`config.mk`:
```
export PLATFORM = sky130hd
export DESIGN_NAME = onehot_stream_encoder
export DESIGN_NICKNAME = d
export VERILOG_FILES = /design/src/rtl/onehot_enc_pkg.sv /design/src/rtl/onehot_to_index.sv /design/src/rtl/onehot_stream_encoder.sv
export SDC_FILE = /design/constraint.sdc
export NUM_CORES = 1
export LEC_CHECK = 0
export ABC_CLOCK_PERIOD_IN_PS = 3700
export CELL_PAD_IN_SITES_DETAIL_PLACEMENT = 0
export CELL_PAD_IN_SITES_GLOBAL_PLACEMENT = 2
export CORE_MARGIN = 1.5
export CORE_UTILIZATION = 33
export DETAILED_ROUTE_END_ITERATION = 8
export PLACE_DENSITY_LB_ADDON = 0.15
export SKIP_CTS_REPAIR_TIMING = 1
export SLEW_MARGIN = 10
export SYNTH_ARGS = -nofsm -noshare
export SYNTH_HDL_FRONTEND = slang
export SYNTH_SLANG_ARGS = --single-unit
```
`constraint.sdc`:
```
create_clock -name clk_i -period 3.7 [get_ports clk_i]
set_input_delay 0.37 -clock clk_i [delete_from_list [all_inputs] [get_ports clk_i]]
set_output_delay 0.37 -clock clk_i [all_outputs]
set_load 0.01 [all_outputs]
```
`src/rtl/onehot_enc_pkg.sv`:
```
// Shared types and helpers for the one-hot stream encoder.
package onehot_enc_pkg;

  typedef enum logic [1:0] {
    EMPTY = 2'd0,
    ONE   = 2'd1,
    FULL  = 2'd2
  } skid_state_t;

  // All-ones value of a w-bit counter, used as its saturation point.
  function automatic logic [31:0] err_sat_max(input int w);
    return (32'd1 << w) - 32'd1;
  endfunction

endpackage

```
`src/rtl/onehot_to_index.sv`:
```
// Combinational one-hot to binary index encoder; non-one-hot words are flagged
// and encode to their lowest set bit (zero when no bit is set).
module onehot_to_index #(
  parameter int N_IN  = 4,
  parameter int W_OUT = $clog2(N_IN)
) (
  input  logic [N_IN-1:0]  onehot_i,
  output logic [W_OUT-1:0] code_o,
  output logic             err_o
);

  // Scanning downward lets the lowest set bit win.
  always_comb begin
    code_o = '0;
    for (int i = N_IN - 1; i >= 0; i--) begin
      if (onehot_i[i]) code_o = W_OUT'(i);
    end
  end

  assign err_o = (onehot_i == '0) || ((onehot_i & (onehot_i - N_IN'(1))) != '0);

endmodule

```
`src/rtl/onehot_stream_encoder.sv`:
```
// Valid/ready one-hot encoder with a 1-cycle registered output stage and a
// 2-entry skid buffer so the upstream ready is a flop; counts flagged words.
module onehot_stream_encoder
  import onehot_enc_pkg::*;
#(
  parameter int N_IN  = 4,
  parameter int W_OUT = $clog2(N_IN),
  parameter int ERR_W = 8
) (
  input  logic             clk_i,
  input  logic             rst_ni,
  input  logic             in_valid_i,
  output logic             in_ready_o,
  input  logic [N_IN-1:0]  in_onehot_i,
  output logic             out_valid_o,
  input  logic             out_ready_i,
  output logic [W_OUT-1:0] out_code_o,
  output logic             out_err_o,
  input  logic             clr_err_i,
  output logic [ERR_W-1:0] err_count_o
);

  localparam logic [ERR_W-1:0] ERR_SAT = ERR_W'(err_sat_max(ERR_W));

  skid_state_t      state_q;
  logic [W_OUT-1:0] main_code_q, skid_code_q;
  logic             main_err_q, skid_err_q;
  logic             in_ready_q;
  logic [ERR_W-1:0] err_count_q;

  logic [W_OUT-1:0] enc_code;
  logic             enc_err;
  logic             accept, emit;

  onehot_to_index #(
    .N_IN  (N_IN),
    .W_OUT (W_OUT)
  ) u_enc (
    .onehot_i (in_onehot_i),
    .code_o   (enc_code),
    .err_o    (enc_err)
  );

  assign accept = in_valid_i && in_ready_q;
  assign emit   = (state_q != EMPTY) && out_ready_i;

  // in_ready_q tracks next_state != FULL, so it only falls on the fill edge.
  always_ff @(posedge clk_i or negedge rst_ni) begin
    if (!rst_ni) begin
      state_q     <= EMPTY;
      main_code_q <= '0;
      main_err_q  <= 1'b0;
      skid_code_q <= '0;
      skid_err_q  <= 1'b0;
      in_ready_q  <= 1'b1;
    end else begin
      case (state_q)
        EMPTY: begin
          if (accept) begin
            main_code_q <= enc_code;
            main_err_q  <= enc_err;
            state_q     <= ONE;
          end
        end
        ONE: begin
          if (accept && !emit) begin
            skid_code_q <= enc_code;
            skid_err_q  <= enc_err;
            state_q     <= FULL;
            in_ready_q  <= 1'b0;
          end else if (!accept && emit) begin
            state_q     <= EMPTY;
          end else if (accept && emit) begin
            main_code_q <= enc_code;
            main_err_q  <= enc_err;
          end
        end
        FULL: begin
          if (emit) begin
            main_code_q <= skid_code_q;
            main_err_q  <= skid_err_q;
            state_q     <= ONE;
            in_ready_q  <= 1'b1;
          end
        end
        default: begin
          state_q    <= EMPTY;
          in_ready_q <= 1'b1;
        end
      endcase
    end
  end

  // Clear wins over a simultaneous flagged accept.
  always_ff @(posedge clk_i or negedge rst_ni) begin
    if (!rst_ni) begin
      err_count_q <= '0;
    end else if (clr_err_i) begin
      err_count_q <= '0;
    end else if (accept && enc_err && (err_count_q != ERR_SAT)) begin
      err_count_q <= err_count_q + ERR_W'(1);
    end
  end

  assign in_ready_o  = in_ready_q;
  assign out_valid_o = (state_q != EMPTY);
  assign out_code_o  = main_code_q;
  assign out_err_o   = main_err_q;
  assign err_count_o = err_count_q;

endmodule
```
### Nets reached from selected ports

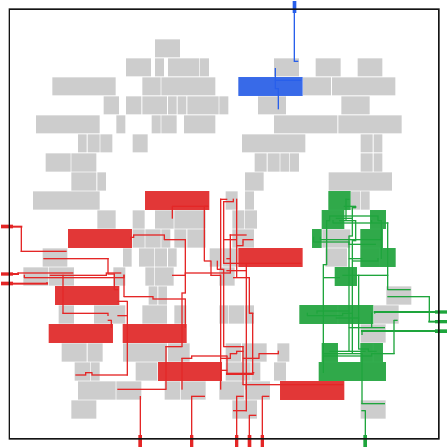
color	port	direction	edge	end cells	buffers	wire
blue	out_err_o	output	top	1	1	17.4 um
green	in_onehot_i	input	3 right, 1 bottom	14	4	250 um
red	err_count_o	output	5 bottom, 3 left	8	8	396 um
I/O pin count: 22
IO buf count: 21

### Clock network drawn from the DEF

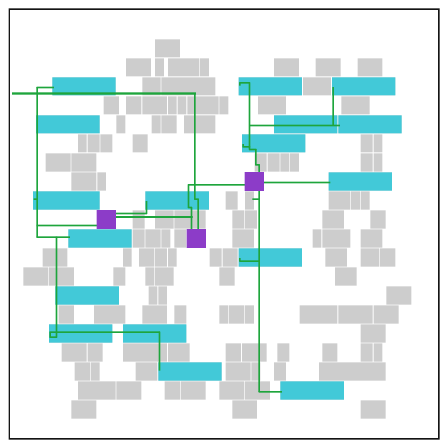
[purple] clock drivers | count: 3
[green] clock wires | length: 247 um
[cyan] flip-flops | count: 17
flops lie	spread over the die
Clock net power: 0.0000982 W
skew final: 0.00119 ns
Clock Power Share: 22.5%

### Pin map

Pins as bars across the die edge, other pins in gray.
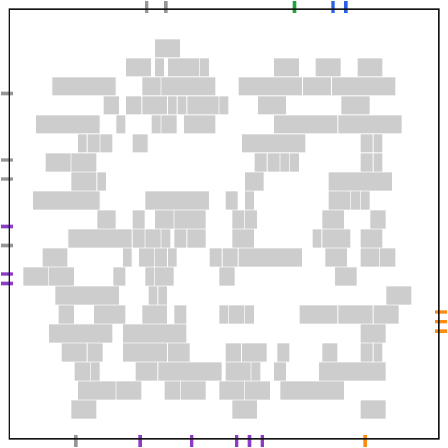
color	port	pins	direction	edge
blue	out_code_o	2	output	top
orange	in_onehot_i	4	input	3 right, 1 bottom
purple	err_count_o	8	output	5 bottom, 3 left
green	out_err_o	1	output	top
all pins by edge	7 left, 7 bottom, 5 top, 3 right
Die Span X: 61.3 um
die y size: 61.3 um

### Cell placement

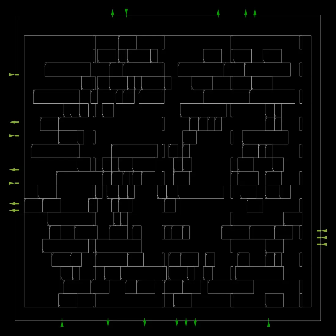
num sequential: 17
Tap Cells: 44
fillers: 307
Seq/total area: 30.7%
Core Region: 3130 um2

power by group through the flow:
stage | Combinational [W] | Sequential, W | Clock (W)
2_1_floorplan | 0.0000597 | 0.000227 | 0
3_3_place_gp | 0.000119 | 0.000222 | 0
3_5_place_dp | 0.000120 | 0.000222 | 0
4_1_cts | 0.000121 | 0.000219 | 0.000106
5_1_grt | 0.000132 | 0.000222 | 0.000115
6_report | 0.000119 | 0.000218 | 0.0000982
flip-flops by register name (all words and copies together) (netlist names):
register and count:
out_err_o 1, skid_err_q 1, out_code_o 2, skid_code_q 2, in_ready_o 1, err_count_o 8
state_q 2
area by class of cell:
cell class | instances | area (um2)
fillers | 307 | 1740
multi-input cells | 87 | 639
flip-flops and latches | 17 | 427
repair buffers | 21 | 210
well taps | 44 | 55.1
inverters | 8 | 30.0
clock buffers | 4 | 26.3
cell usage after synthesis (all sizes together) (2+ instances only):
cell    count  area, um2
nor3        7       35.0
nand2b      2       12.5
ha          4       50.1
nor2        9       36.3
inv         8       30.0
a311o       2       20.0
mux2        4       48.8
nand4       2       12.5
a31oi       2       27.5
nor2b       7       51.3
nand3       4       20.0
or2         2       12.5
nor4        2       18.8
clkbuf      2       7.51
nand2      12       47.6
buf         2       16.3
o41ai       4       35.0
o21ai       5       25.0
a21oi       3       15.0
dfrtp      16        400
nor4b       2       23.8
logic make-up (layout without fill, tap and decap cells):
kind of cell / Yosys count / after routing / synth area share (%)
AOI/OAI and AO/OA: 27 / 27 / 21.6
xor gates and xnor gates: 1 / 1 / 0.782
adders and majority gates: 4 / 4 / 4.47
buffers and inverters: 12 / 33 / 4.80
DFF: 17 / 17 / 38.1
muxes: 5 / 5 / 5.25
and+or+nand+nor: 50 / 50 / 25.0
==> qor.yml <==
global_routing:
  antenna_found_initial: 0
  grt_max_degree: 18
  overflow: 0
timing:
  finalCritPeriodShare_pct: 54.1
  slew_violations: 0
  period_needed_ns: 2.00
  tightest_slew_ns: 0.785
critical_path:
  max_stage_delay_ns: 0.60
  crit_cells: 5
  crit_path_start_kind: "input pin"
  cp_slowest_cell: "clkdlybuf4s50_1"
finish:
  layout-drive-gt1-share_pct: 13.9
  fin_util_pct: 44.4
power_and_ir_drop:
  finalPower_w: 0.000435
  p_seq_share_pct: 50.1
  ir_drop_v: 0.000193
route:
  drtPass1Iterations: 4
  dr_wl_met3_um: 94
  wirelength_mm: 2.48
run:
  drv_cap: 0
  warnings: 28
synthesis:
  ys.warnings.count: 0
  ys_area_um2: 1120
  synth_nets: 129
floorplanning:
  rows: 20
worst_hold_path:
  worstHoldEndpoint: "skid_err_q"
outcome:
  status: "finished clean"
place:
  placed_cells: 177
Power figures rest on the tool's default switching activity, not on a simulated workload.
